Layout detail:
Region (95, 95) to (135, 135) um. Cells in gray, sequential cells in the stronger gray; small squares are vias.
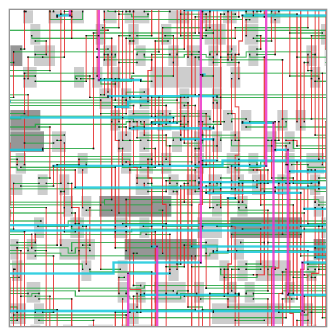
Clock routing:
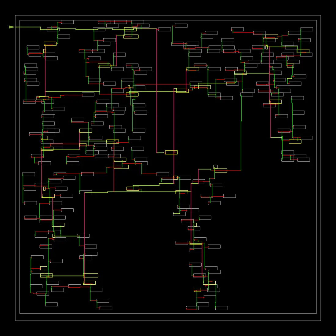
==> src/rtl/muldiv_ctrl.sv <==
// Iterative HI/LO multiply/divide unit: shift-add multiply and restoring divide, one bit per cycle.
// Optional macro MULDIV_DIV0_EXC_EN: divide-by-zero is trapped in IDLE and reported on div0.
module muldiv_ctrl (
    input  logic        clk,
    input  logic        rst,
    input  logic        start,
    input  logic [1:0]  op,
    input  logic [31:0] a,
    input  logic [31:0] b,
    input  logic        mf_req,
    input  logic        mf_sel,
    input  logic        mt_we,
    input  logic        mt_sel,
    input  logic [31:0] mt_data,
    output logic        busy,
    output logic        done,
    output logic        hold_pc,
    output logic        hold_if,
`ifdef MULDIV_DIV0_EXC_EN
    output logic        div0,
`endif
    output logic [31:0] mf_data
);

    typedef enum logic [1:0] {IDLE, PREP, RUN, FIX} state_t;

    state_t      r_state;
    state_t      w_state_next;

    logic [1:0]  r_op;
    logic [31:0] r_a;
    logic [31:0] r_b;
    logic [31:0] r_hi;
    logic [31:0] r_lo;
    logic [63:0] r_acc;
    logic [4:0]  r_cnt;
    logic        r_qneg;
    logic        r_rneg;
    logic        r_done;

    logic        w_div0_trap;
    logic        w_accept;
    logic        w_signed;
    logic        w_a_neg;
    logic        w_b_neg;
    logic [31:0] w_a_abs;
    logic [31:0] w_b_abs;
    logic [32:0] w_mul_sum;
    logic [32:0] w_rem_sh;
    logic        w_rem_ge;
    logic [31:0] w_rem_sub;
    logic [63:0] w_step;
    logic [63:0] w_prod_fix;
    logic [31:0] w_quo_fix;
    logic [31:0] w_rem_fix;

`ifdef MULDIV_DIV0_EXC_EN
    logic        r_div0;

    assign w_div0_trap = start && op[1] && (b == 32'd0);
    assign div0        = r_div0;

    always_ff @(posedge clk or posedge rst) begin
        if (rst)
            r_div0 <= 1'b0;
        else
            r_div0 <= (r_state == IDLE) && w_div0_trap;
    end
`else
    assign w_div0_trap = 1'b0;
`endif

    assign w_accept = start && !w_div0_trap;

    // Operand conditioning: signed ops work on magnitudes, signs are reapplied in FIX.
    assign w_signed = ~r_op[0];
    assign w_a_neg  = w_signed & r_a[31];
    assign w_b_neg  = w_signed & r_b[31];
    assign w_a_abs  = w_a_neg ? (32'd0 - r_a) : r_a;
    assign w_b_abs  = w_b_neg ? (32'd0 - r_b) : r_b;

    // r_acc holds {partial, multiplier} for multiply and {remainder, dividend/quotient} for divide.
    assign w_mul_sum = {1'b0, r_acc[63:32]} + {1'b0, (r_acc[0] ? r_b : 32'd0)};
    assign w_rem_sh  = {r_acc[63:32], r_acc[31]};
    assign w_rem_ge  = (w_rem_sh >= {1'b0, r_b});
    assign w_rem_sub = w_rem_sh[31:0] - r_b;
    assign w_step    = r_op[1]
                     ? (w_rem_ge ? {w_rem_sub, r_acc[30:0], 1'b1}
                                 : {w_rem_sh[31:0], r_acc[30:0], 1'b0})
                     : {w_mul_sum, r_acc[31:1]};

    assign w_prod_fix = r_qneg ? (64'd0 - r_acc) : r_acc;
    assign w_quo_fix  = r_qneg ? (32'd0 - r_acc[31:0]) : r_acc[31:0];
    assign w_rem_fix  = r_rneg ? (32'd0 - r_acc[63:32]) : r_acc[63:32];

    always_ff @(posedge clk or posedge rst) begin
        if (rst)
            r_state <= IDLE;
        else
            r_state <= w_state_next;
    end

    always_comb begin
        w_state_next = r_state;
        busy         = 1'b1;
        case (r_state)
            IDLE: begin
                busy = 1'b0;
                if (w_accept)
                    w_state_next = PREP;
            end
            PREP: w_state_next = RUN;
            RUN:  if (r_cnt == 5'd0) w_state_next = FIX;
            FIX:  w_state_next = IDLE;
            default: w_state_next = IDLE;
        endcase
    end

    always_ff @(posedge clk or posedge rst) begin
        if (rst) begin
            r_op   <= 2'd0;
            r_a    <= 32'd0;
            r_b    <= 32'd0;
            r_hi   <= 32'd0;
            r_lo   <= 32'd0;
            r_acc  <= 64'd0;
            r_cnt  <= 5'd0;
            r_qneg <= 1'b0;
            r_rneg <= 1'b0;
            r_done <= 1'b0;
        end else begin
            r_done <= 1'b0;
            case (r_state)
                IDLE: begin
                    // start wins over a same-cycle MTHI/MTLO, including a trapped divide.
                    if (w_accept) begin
                        r_op <= op;
                        r_a  <= a;
                        r_b  <= b;
                    end else if (mt_we && !start) begin
                        if (mt_sel)
                            r_hi <= mt_data;
                        else
                            r_lo <= mt_data;
                    end
                end
                PREP: begin
                    r_acc  <= {32'd0, w_a_abs};
                    r_b    <= w_b_abs;
                    r_qneg <= w_a_neg ^ w_b_neg;
                    r_rneg <= w_a_neg;
                    r_cnt  <= 5'd31;
                end
                RUN: begin
                    r_acc <= w_step;
                    if (r_cnt != 5'd0)
                        r_cnt <= r_cnt - 5'd1;
                end
                FIX: begin
                    if (r_op[1]) begin
                        r_hi <= w_rem_fix;
                        r_lo <= w_quo_fix;
                    end else begin
                        r_hi <= w_prod_fix[63:32];
                        r_lo <= w_prod_fix[31:0];
                    end
                    r_done <= 1'b1;
                end
                default: ;
            endcase
        end
    end

    assign done    = r_done;
    assign hold_pc = mf_req & busy;
    assign hold_if = mf_req & busy;
    assign mf_data = mf_sel ? r_hi : r_lo;

endmodule

==> config.mk <==
export PLATFORM = sky130hd
export DESIGN_NAME = muldiv_ctrl
export DESIGN_NICKNAME = d
export VERILOG_FILES = /design/src/rtl/muldiv_ctrl.sv
export SDC_FILE = /design/constraint.sdc
export NUM_CORES = 1
export LEC_CHECK = 0
export ABC_AREA = 1
export CAP_MARGIN = 30
export CELL_PAD_IN_SITES_DETAIL_PLACEMENT = 1
export CELL_PAD_IN_SITES_GLOBAL_PLACEMENT = 1
export CORE_MARGIN = 3
export CORE_UTILIZATION = 38
export DETAILED_ROUTE_END_ITERATION = 8
export PLACE_DENSITY_LB_ADDON = 0.1
export SETUP_SLACK_MARGIN = 0.05
export SYNTH_ARGS = -nofsm -noshare
export SYNTH_HDL_FRONTEND = slang
export SYNTH_SLANG_ARGS = --single-unit
==> constraint.sdc <==
create_clock -name clk -period 7.4 [get_ports clk]
set_input_delay 1.48 -clock clk [delete_from_list [all_inputs] [get_ports clk]]
set_output_delay 1.48 -clock clk [all_outputs]
set_load 0.1 [all_outputs]
==> flow_summary.ini <==
; synthesis and place-and-route metrics
[run_status]
status = completed

[synth]
ys_seq_frac = 0.269
syn_nets = 3302
yosys_warnings = 0
synthDistinctLibCells = 52
async_flop_share = 1.00
numSynthFlops = 204
flop_cell = dfrtp_1
synthCells = 3121
ys_chip_area_sq_um = 19000
ys_cells = 3121

[clocking]
hold_buffers = 0
clk_path_buf_depth = 3
cts_made_buffers = 27
htree_levels = 1
cts_tree = done
post_cts_resized = 0
cts_setup_buffers = 0
clockRootBuffer = clkbuf_16

[timing]
slew_headroom = 0.340
fin_crit_sh = 0.705
max_freq_mhz = 192
grt_setup_unrepaired = no
fin_skew_ns = 0.0227
tightest_slew_ns = 0.987
fin_setup_tns_ns = 0
finalCriticalPeriod_ns = 5.21

[drt]
drt_iter0_markers = 1771
drt_wl_total_um = 82800
via_per_inst = 5.64
routedWlPerCell_um = 21.3
drt_pass1_iterations = 7
vias = 21900
remaining_drc_errors = 0

[global_routing]
grt_pass1_vias = 21500
grt.total_usage = 0.306
overflow = 0
grt_start_max_net_pins = 94
grt_pass1_wl_um = 127000

[final_layout]
fin_util = 0.444
filler_cell_count = 6649
area_delta_synth_final_pct = 14.9
nets = 3384
diodes = 0

[worst_setup_path]
crit_family = buffers and inverters
crit_top_cell = clkdlybuf4s50_1
path_class = primary input to primary output
reg2reg_slack_ns = 3.80
worstPathMaxFanout = 39
worstSetupEndpointType = primary output
cp_data_arrival_time_ns = 3.73
cp.required_ns = 5.92
start_kind = primary input
crit_path_max_incr_delay_ns = 1.14

[floorplan]
fp_util = 0.386
chip_area_sq_um = 52700
core-area_sq_um = 49200
pin_count = 141
fp-row-count = 81
die_w_um = 229

[placement]
place_congestion = 0.964
io_buffers = 140
place_hpwl_um = 65500

[worst_hold_path]
worstHoldPathType = flip-flop to flip-flop

[run]
tool_warnings = 30
maxCapViolCount = 0
-- 'layout detail' (at the start) --
Magenta shows metal 4. Cyan shows metal 3. Red shows metal 2. Green shows metal 1.
113 logic cells have their middle in the window. Netlist names of flops here include r_acc (3). Sequential cells in the window: 3. Most frequent: nand2_1 (43), nor2_1 (15), nand3_1 (14).

-- 'clock routing' (at the start) --
clock sinks: 204
flop count: 204

[cell usage after synthesis, types with 5 or more instances]
cell,count,area [sq um]
dfrtp_1,204,5100
o21bai_1,8,60.1
o211ai_1,11,82.6
clkinv_1,7,26.3
a22oi_1,36,270
buf_1,16,60.1
nand2_2,7,43.8
inv_2,5,18.8
buf_2,13,65.1
inv_1,402,1510
ha_1,74,926
nor4_1,11,68.8
a31oi_1,37,231
nand3_1,318,1590
xor2_1,35,307
nor3_1,31,155
nand4_1,47,294
o21ai_0,177,886
xnor2_1,6,52.6
a21oi_1,244,1220
o21ai_1,9,45.0
clkbuf_1,70,263
nor2_2,11,68.8
o21ai_2,6,52.6
nand3b_1,15,113
nand2_1,835,3130
mux2_2,26,293
nor2_1,402,1510
o22ai_1,9,56.3
or2_2,5,31.3
[logic make-up (layout without fill, tap and decap cells)]
group,after synthesis,in the layout,synth area share
AND-OR/OR-AND,556,556,0.162
XOR/XNOR,41,41,0.0189
adder cells (fa/ha/maj),76,76,0.0509
buffers and inverters,521,618,0.107
flip-flops,204,204,0.269
multiplexers,26,26,0.0154
AND/OR/NAND/NOR,1697,1697,0.377
[final cells by class]
class / count / area, sq um / share of cell area
tap: 664 / 831 / 0.0381
clock buffer: 35 / 756 / 0.0347
clock inverter: 9 / 126 / 0.00580
multi-input combinational: 2396 / 11900 / 0.544
inverter: 415 / 1570 / 0.0719
timing repair buffer: 159 / 1540 / 0.0708
sequential: 204 / 5110 / 0.234
[layer usage]
layer	track usage	wire (um)
met1	0.458	39100
met2	0.460	35300
met3	0.0427	6070
met4	0.0778	2370
met5	0	13
[stage by stage]
stage | hold slack, ns | setup WS [ns] | cells | instance area [sq um]
detailed placement | 0.488 | 2.18 | 3838 | 20900
CTS | 0.502 | 2.18 | 3882 | 21800
floorplan | 0.455 | 0.353 | 3121 | 19000
finish | 0.506 | 2.19 | 3882 | 21800
global route | 0.513 | 2.10 | 3882 | 21800
global placement | 0.485 | 2.26 | 3838 | 20900
[cell usage in the layout, fill, tap and decap left out, drive strengths merged, types with 36 or more instances in the layout]
| cell type | netlist | layout |
|---|---|---|
| a21oi | 248 | 248 |
| a22oi | 36 | 36 |
| a31oi | 37 | 37 |
| clkdlybuf4s50 | 0 | 140 |
| dfrtp | 204 | 204 |
| ha | 74 | 74 |
| inv | 408 | 408 |
| nand2 | 845 | 845 |
| nand3 | 320 | 320 |
| nand4 | 47 | 47 |
| nor2 | 416 | 416 |
| o21ai | 192 | 192 |
[worst paths after layout]
kind                                from     endpoint  depth (start not counted)
worst max-delay path              mf_sel  mf_data[12]                          4
worst min-delay path             r_lo[4]      r_lo[4]                          2
worst max register to register  r_acc[0]    r_acc[59]                         18
worst min register to register   r_lo[4]      r_lo[4]                          2
max in group asynchronous            rst      r_op[1]                          3
min in group asynchronous            rst      r_hi[6]                          2
[flip-flops by register name (all words and copies together), names as in the netlist]
signal and flops:
r_b 32, r_a 32, r_op 2, r_rneg 1, r_cnt 5, done 1, r_qneg 1, r_hi 32
r_lo 32, r_acc 64, r_state 2
